## config.mk

```make
export PLATFORM = sky130hd
export DESIGN_NAME = uart_rcv
export DESIGN_NICKNAME = d
export VERILOG_FILES = /design/src/rtl/uart_pkg.sv /design/src/rtl/uart_baud_cnt.sv /design/src/rtl/uart_rcv.sv
export SDC_FILE = /design/constraint.sdc
export NUM_CORES = 1
export LEC_CHECK = 0
export CAP_MARGIN = 25
export CORE_MARGIN = 4
export CORE_UTILIZATION = 35
export DETAILED_ROUTE_END_ITERATION = 6
export HOLD_SLACK_MARGIN = 0.02
export PLACE_DENSITY = 0.58
export SYNTH_ARGS = -nofsm -noshare
export SYNTH_HDL_FRONTEND = slang
export SYNTH_HIERARCHICAL = 1
export SYNTH_SLANG_ARGS = --single-unit
```

## constraint.sdc

```tcl
create_clock -name clk -period 2.2 [get_ports clk]
set_input_delay 0.44 -clock clk [delete_from_list [all_inputs] [get_ports clk]]
set_output_delay 0.44 -clock clk [all_outputs]
set_load 0.01 [all_outputs]
```

## src/rtl/uart_pkg.sv

```systemverilog
// Shared types and defaults for the UART receive/transmit pair.
package uart_pkg;

    typedef enum logic [1:0] {IDLE, START, DATA, STOP} uart_rx_state_t;

    localparam int UART_BAUD_DIV_DFLT = 2604;
    localparam int UART_DATA_BITS     = 8;

endpackage

```

## src/rtl/uart_baud_cnt.sv

```systemverilog
// Down-counting bit timer: load sets the phase, tick fires when the count reaches 1
// and the counter then reloads a full bit period.
module uart_baud_cnt #(
    parameter int BAUD_DIV = 2604,
    parameter int CW       = $clog2(BAUD_DIV + 1)
) (
    input  logic          clk,
    input  logic          rst,
    input  logic          load,
    input  logic [CW-1:0] load_val,
    output logic          tick
);

    logic [CW-1:0] cnt_q, cnt_d;

    assign tick = (cnt_q == CW'(1));

    always_comb begin
        cnt_d = cnt_q;
        if (load)
            cnt_d = load_val;
        else if (tick)
            cnt_d = CW'(BAUD_DIV);
        else if (cnt_q != '0)
            cnt_d = cnt_q - CW'(1);
    end

    always_ff @(posedge clk) begin
        if (rst) cnt_q <= '0;
        else     cnt_q <= cnt_d;
    end

endmodule

```

## src/rtl/uart_rcv.sv

```systemverilog
// 8N1 UART receiver: mid-bit sampling, false-start rejection, framing and overrun flags.
module uart_rcv
    import uart_pkg::*;
#(
    parameter int BAUD_DIV = UART_BAUD_DIV_DFLT
) (
    input  logic       clk,
    input  logic       rst,
    input  logic       RX,
    input  logic       clr_rdy,
    output logic [7:0] rx_data,
    output logic       rdy,
    output logic       frm_err,
    output logic       ovr_err
);

    localparam int CW = $clog2(BAUD_DIV + 1);

    // sync_q[1] is the synchronized line, sync_q[2] its one-cycle-old copy.
    logic [2:0] sync_q;
    logic       rx_s, rx_q, fall;

    assign rx_s = sync_q[1];
    assign rx_q = sync_q[2];
    assign fall = rx_q & ~rx_s;

    always_ff @(posedge clk) begin
        if (rst) sync_q <= 3'b111;
        else     sync_q <= {sync_q[1:0], RX};
    end

    uart_rx_state_t               state_q, state_d;
    logic [2:0]                   bit_cnt_q, bit_cnt_d;
    logic [UART_DATA_BITS-1:0]    shift_q, shift_d;
    logic [UART_DATA_BITS-1:0]    rx_data_q, rx_data_d;
    logic                         rdy_q, rdy_d;
    logic                         frm_err_q, frm_err_d;
    logic                         ovr_err_q, ovr_err_d;
    logic                         unread_q, unread_d;
    logic                         baud_load, tick;

    uart_baud_cnt #(.BAUD_DIV(BAUD_DIV), .CW(CW)) u_baud (
        .clk      (clk),
        .rst      (rst),
        .load     (baud_load),
        .load_val (CW'(BAUD_DIV / 2)),
        .tick     (tick)
    );

    always_comb begin
        state_d   = state_q;
        bit_cnt_d = bit_cnt_q;
        shift_d   = shift_q;
        rx_data_d = rx_data_q;
        rdy_d     = rdy_q;
        frm_err_d = frm_err_q;
        ovr_err_d = ovr_err_q;
        unread_d  = unread_q;
        baud_load = 1'b0;

        // unread survives the start-bit clear of rdy, so a byte the consumer
        // never acknowledged is still caught as an overrun by the next frame.
        if (clr_rdy) begin
            rdy_d     = 1'b0;
            ovr_err_d = 1'b0;
            unread_d  = 1'b0;
        end

        unique case (state_q)
            IDLE: begin
                if (fall) begin
                    state_d   = START;
                    baud_load = 1'b1;
                    rdy_d     = 1'b0;
                end
            end
            START: begin
                if (tick) begin
                    if (rx_s) begin
                        state_d = IDLE;
                    end else begin
                        state_d   = DATA;
                        bit_cnt_d = 3'd0;
                    end
                end
            end
            DATA: begin
                if (tick) begin
                    shift_d   = {rx_s, shift_q[UART_DATA_BITS-1:1]};
                    bit_cnt_d = bit_cnt_q + 3'd1;
                    if (bit_cnt_q == 3'd7) state_d = STOP;
                end
            end
            STOP: begin
                if (tick) begin
                    state_d = IDLE;
                    if (rx_s) begin
                        rx_data_d = shift_q;
                        rdy_d     = 1'b1;
                        frm_err_d = 1'b0;
                        unread_d  = 1'b1;
                        if (unread_q && !clr_rdy) ovr_err_d = 1'b1;
                    end else begin
                        frm_err_d = 1'b1;
                    end
                end
            end
            default: state_d = IDLE;
        endcase
    end

    always_ff @(posedge clk) begin
        if (rst) begin
            state_q   <= IDLE;
            bit_cnt_q <= 3'd0;
            shift_q   <= '0;
            rx_data_q <= '0;
            rdy_q     <= 1'b0;
            frm_err_q <= 1'b0;
            ovr_err_q <= 1'b0;
            unread_q  <= 1'b0;
        end else begin
            state_q   <= state_d;
            bit_cnt_q <= bit_cnt_d;
            shift_q   <= shift_d;
            rx_data_q <= rx_data_d;
            rdy_q     <= rdy_d;
            frm_err_q <= frm_err_d;
            ovr_err_q <= ovr_err_d;
            unread_q  <= unread_d;
        end
    end

    assign rx_data = rx_data_q;
    assign rdy     = rdy_q;
    assign frm_err = frm_err_q;
    assign ovr_err = ovr_err_q;

endmodule
```

==> results.json <==
{
  "critPathLaunch": "u_baud/cnt_q[5]",
  "critical_path.startpoint_type": "flip-flop",
  "fp.dieArea_um2": 6980,
  "io_pins": 15,
  "critical_path.most_common_cell": "sky130_fd_sc_hd__buf_4",
  "power.density_cell_area_nw_per_um2": 1040,
  "grt_remaining_overflow": 0,
  "drc_errors": 0,
  "post-route-worst-setup-slack_ns": 0.130,
  "total_power_w": 0.00257,
  "routabilityCongestion": 0.794,
  "detail_route.iter0.violations": 56,
  "worst_hold_slack_ns": 0.414,
  "pin_count_of_the_biggest_net_entering_global_routing": 19,
  "biggest_combinational_cell_group_after_synthesis": "simple AND/OR/NAND/NOR gates",
  "ys_dominant_reg_cell": "sky130_fd_sc_hd__dfxtp_1",
  "multiInputGateArea_um2": 1140,
  "drtPass1Iterations": 4,
  "via_count": 1624,
  "regToRegStartpoint": "u_baud/cnt_q[5]",
  "synth.lib_cells_used.distinct": 47,
  "floorplan_row_count": 27,
  "synth_adder_area_share_pct": 6.26,
  "power.leakage_nw": 0.943,
  "synth.mux.area_fraction_pct": 3.01,
  "die_x_um": 83.6,
  "cts_tree": "done",
  "timing.setup.tns_ns": 0,
  "final_net_count": 280,
  "area_growth_pct": 23.2,
  "power_switching_share_pct": 35.7,
  "dp_slack_ns": 0.0519,
  "cts_hold_buf": 0,
  "lay_top_count": "sky130_fd_sc_hd__dfxtp_1",
  "cp_data_arrival_time_ns": 2.26,
  "synth-area-yosys_um2": 2000,
  "route.detailed.vias_per_inst": 4.79,
  "enable_flop_cells": 0,
  "antenna_found_initial": 0,
  "post_synth_inst_count": 230,
  "die_height_um": 83.6,
  "critical_path.slowest_cell": "sky130_fd_sc_hd__or4_4",
  "achievable-frequency_mhz": 483,
  "cts.root.buffer_cell": "sky130_fd_sc_hd__clkbuf_8",
  "xor_area_share_pct": 2.63,
  "antenna_cells": 0,
  "clock_transition_at_path_regs_ns": 0.08,
  "slew_headroom_pct": 58.6,
  "post_cts_resized": 0,
  "port-buffer-count": 14,
  "post_cts.repair.setup_buffers": 0,
  "ys_seq_share_pct": 40.1,
  "layout_min_cycle_time_ns": 2.07,
  "path_cells": "or4_4 -> nor4b_4 -> buf_4 -> buf_4 -> o21ai_4 -> mux2i_1 -> nor2_1",
  "hold_start": "sync_q[0]",
  "cp_data_required_time_ns": 2.39,
  "run_status": "finished clean",
  "first_pass_grt_wire_length_um": 7080,
  "max-vdd-ir-drop_uv": 388,
  "cp_num_buf_inv": 2,
  "antenna_violating_nets_post_route": 0,
  "worst-path-max-fanout": 6,
  "final_layout_size_suffix_gt1_share_pct": 16.1,
  "wl_per_cell_um": 12.0,
  "share_seq_of_total_power_pct": 37.0,
  "netlist_top_cells_area": "sky130_fd_sc_hd__dfxtp_1 40%, sky130_fd_sc_hd__a21oi_1 6.3%, sky130_fd_sc_hd__ha_1 6.3%",
  "fp_util_pct": 36.3,
  "drt-total-wl_um": 4080,
  "crit_family": "simple AND/OR/NAND/NOR gates",
  "internal_power_w": 0.00165,
  "warnings_synthesis": 6,
  "syn-mean-instance-area_um2": 8.69,
  "dpl.hpwl_um": 2840,
  "tool_warnings": 32,
  "share_of_power_burned_in_combinational_logic_pct": 39.5,
  "number_of_global_route_vias_before_repair": 1585,
  "syn_area_um2": 2000,
  "finalHoldViolations": 0,
  "synth_stat.cells": 230,
  "finalCoreUtilization_pct": 44.7,
  "setup.worst_path.class": "reg2reg",
  "synth-seq-cells": 40,
  "drv_slew": 0,
  "cts-htree-levels": 2,
  "core_um2": 5510,
  "top_cell_area_share_pct": 40.1,
  "pwr-share-clk_pct": 23.5,
  "timing.final.setup_violations": 0,
  "area.sequential_um2": 802,
  "synth_async_sr_flop_share_pct": 0,
  "post-route-period-util_pct": 94.1,
  "worst_pin_slew_ns": 0.615,
  "critical_path.endpoint_type": "flip-flop",
  "p_sw_w": 0.000916,
  "synth_top_cell_by_area": "sky130_fd_sc_hd__dfxtp_1",
  "grt_util_all_layers_pct": 12.3,
  "layout.filler_cells": 555,
  "rsz0062_at_grt": "false",
  "clockBufferDepth": 2,
  "max_cap_violations": 0,
  "cts_inserted_buffers": 5,
  "numClockSinks": 40,
  "layout_top_cells_excl_fill_tap": "39 x sky130_fd_sc_hd__dfxtp_1, 29 x sky130_fd_sc_hd__nand2_1, 25 x sky130_fd_sc_hd__a21oi_1",
  "synth-simple-area-share_pct": 25.5,
  "complex_gate_fraction_of_the_synthesized_area_pct": 16.5,
  "crit_path_max_incr_delay_ns": 0.60,
  "timing.hold.worst.class": "reg2reg"
}
-- final timing paths --
check	end	slack [ns]	depth (start not counted)
setup / recovery	bit_cnt_q[0]	0.13	7
setup reg to reg	bit_cnt_q[0]	0.13	7
hold / removal	sync_q[1]	0.41	1
hold reg to reg	sync_q[1]	0.41	1
-- layout make-up --
cell class | count | area share [%]
Tap cell | 72 | 3.66
Clock inverter | 3 | 1.73
Clock buffer | 5 | 2.79
Inverter | 16 | 2.44
Multi-Input combinational cell | 175 | 46.2
Sequential cell | 40 | 32.6
Timing Repair Buffer | 28 | 10.6
-- cells by family after synthesis --
logic type	Yosys count
muxes	6
adders and majority gates	10
DFF	40
and+or+nand+nor	93
AOI/OAI and AO/OA	48
xor gates and xnor gates	6
buffers and inverters	25
other	2
-- worst reg2reg max path: stages (launching register included) --
cell and delay, ns:
sky130_fd_sc_hd__dfxtp_1 0.34, sky130_fd_sc_hd__or4_4 0.60, sky130_fd_sc_hd__nor4b_4 0.44, sky130_fd_sc_hd__buf_4 0.20
sky130_fd_sc_hd__buf_4 0.12, sky130_fd_sc_hd__o21ai_4 0.07, sky130_fd_sc_hd__mux2i_1 0.15, sky130_fd_sc_hd__nor2_1 0.05
-- registers in the layout (all words and copies together), names as in the netlist, named ones only --
| register | flops |
|---|---|
| unread_q | 1 |
| bit_cnt_q | 3 |
| sync_q | 3 |
| state_q | 1 |
| rdy | 1 |
| frm_err | 1 |
| shift_q | 8 |
| ovr_err | 1 |
| u_baud/cnt_q | 12 |
| rx_data | 8 |
-- through the flow --
stage          cells  cell area [um2]
4_1_cts          334             2410
5_1_grt          339             2460
2_1_floorplan    240             2040
6_report         339             2460
3_5_place_dp     326             2300
3_3_place_gp     326             2300
-- cells in the mapped netlist, types with 3 or more instances --
master and n:
sky130_fd_sc_hd__a21oi_1 25, sky130_fd_sc_hd__a221oi_2 3, sky130_fd_sc_hd__a31oi_1 3, sky130_fd_sc_hd__clkbuf_1 5, sky130_fd_sc_hd__dfxtp_1 40, sky130_fd_sc_hd__ha_1 10, sky130_fd_sc_hd__inv_1 16, sky130_fd_sc_hd__mux2i_1 6
sky130_fd_sc_hd__nand2_1 30, sky130_fd_sc_hd__nand2b_1 5, sky130_fd_sc_hd__nand3_1 11, sky130_fd_sc_hd__nor2_1 14, sky130_fd_sc_hd__nor2b_1 3, sky130_fd_sc_hd__nor3_1 6, sky130_fd_sc_hd__nor4_1 3, sky130_fd_sc_hd__o21ai_0 5
sky130_fd_sc_hd__or3_1 4, sky130_fd_sc_hd__xnor2_1 3, sky130_fd_sc_hd__xor2_1 3
-- power groups by stage --
stage | registers [W] | clock network [W] | logic, W
after floorplan | 0.000942 | 0 | 0.000787
after detailed placement | 0.000958 | 0 | 0.000953
final | 0.000949 | 0.000604 | 0.00101
after global placement | 0.000954 | 0 | 0.000949
after global routing | 0.000965 | 0.000652 | 0.00113
after CTS | 0.000943 | 0.000627 | 0.000958
-- layer usage --
metal / GRT usage (%) / share of wire, % / wire length (um) / vias up
met2: 20.1 / 47 / 1930 / 15
met3: 2.86 / 2.4 / 98 / 9
met1: 15.2 / 48 / 1970 / 742
met4: 5.85 / 2.0 / 81 / 0
met5: 0 / 0 / 0 / -
li1: - / - / - / 858
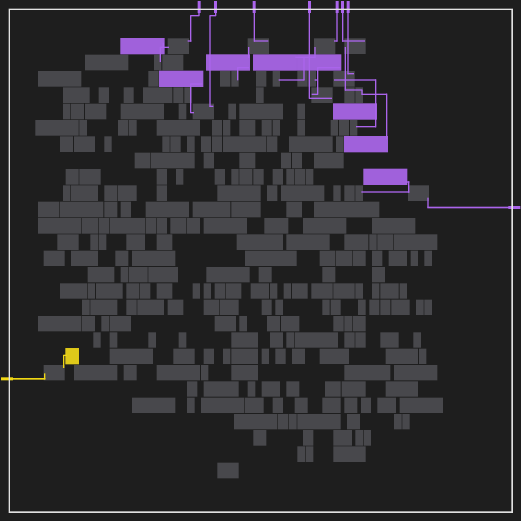
port_nets.png
Drawn at 6 px/um.
Key: rx_data = purple [bits 8, direction output, edge 7 north, 1 east, end cells 8, buffers 8, wire 179 um]; RX = yellow [bits 1, direction input, edge west, end cells 1, buffers 1, wire 8.60 um]

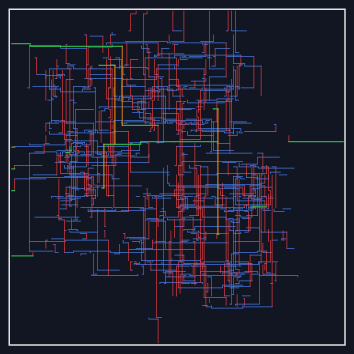
metal_stack.png
Drawn at 4 px/um.
Key: met1 = blue [wire length 1970 um]; met4 = orange [wire length 81.6 um]; met3 = green [wire length 98.9 um]; met2 = red [wire length 1930 um]

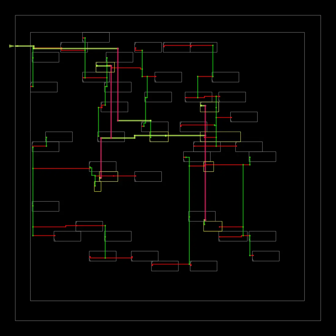
final_clocks.png
Insertion Delay late pin: 0.30 ns
registers: 40
Power Clock: 0.000604 W
final clock skew: 0.00541 ns
tally of clock buffers in the finished layout: 5

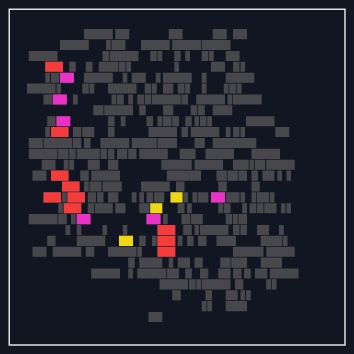
gate_families.png
Drawn at 4 px/um.
Key: multiplexers = magenta [cells 6]; AND-OR and OR-AND gates = yellow [cells 3]; adder and majority cells = red [cells 10, where west]

No activity file was given, so power comes from the tool's default toggle rates.
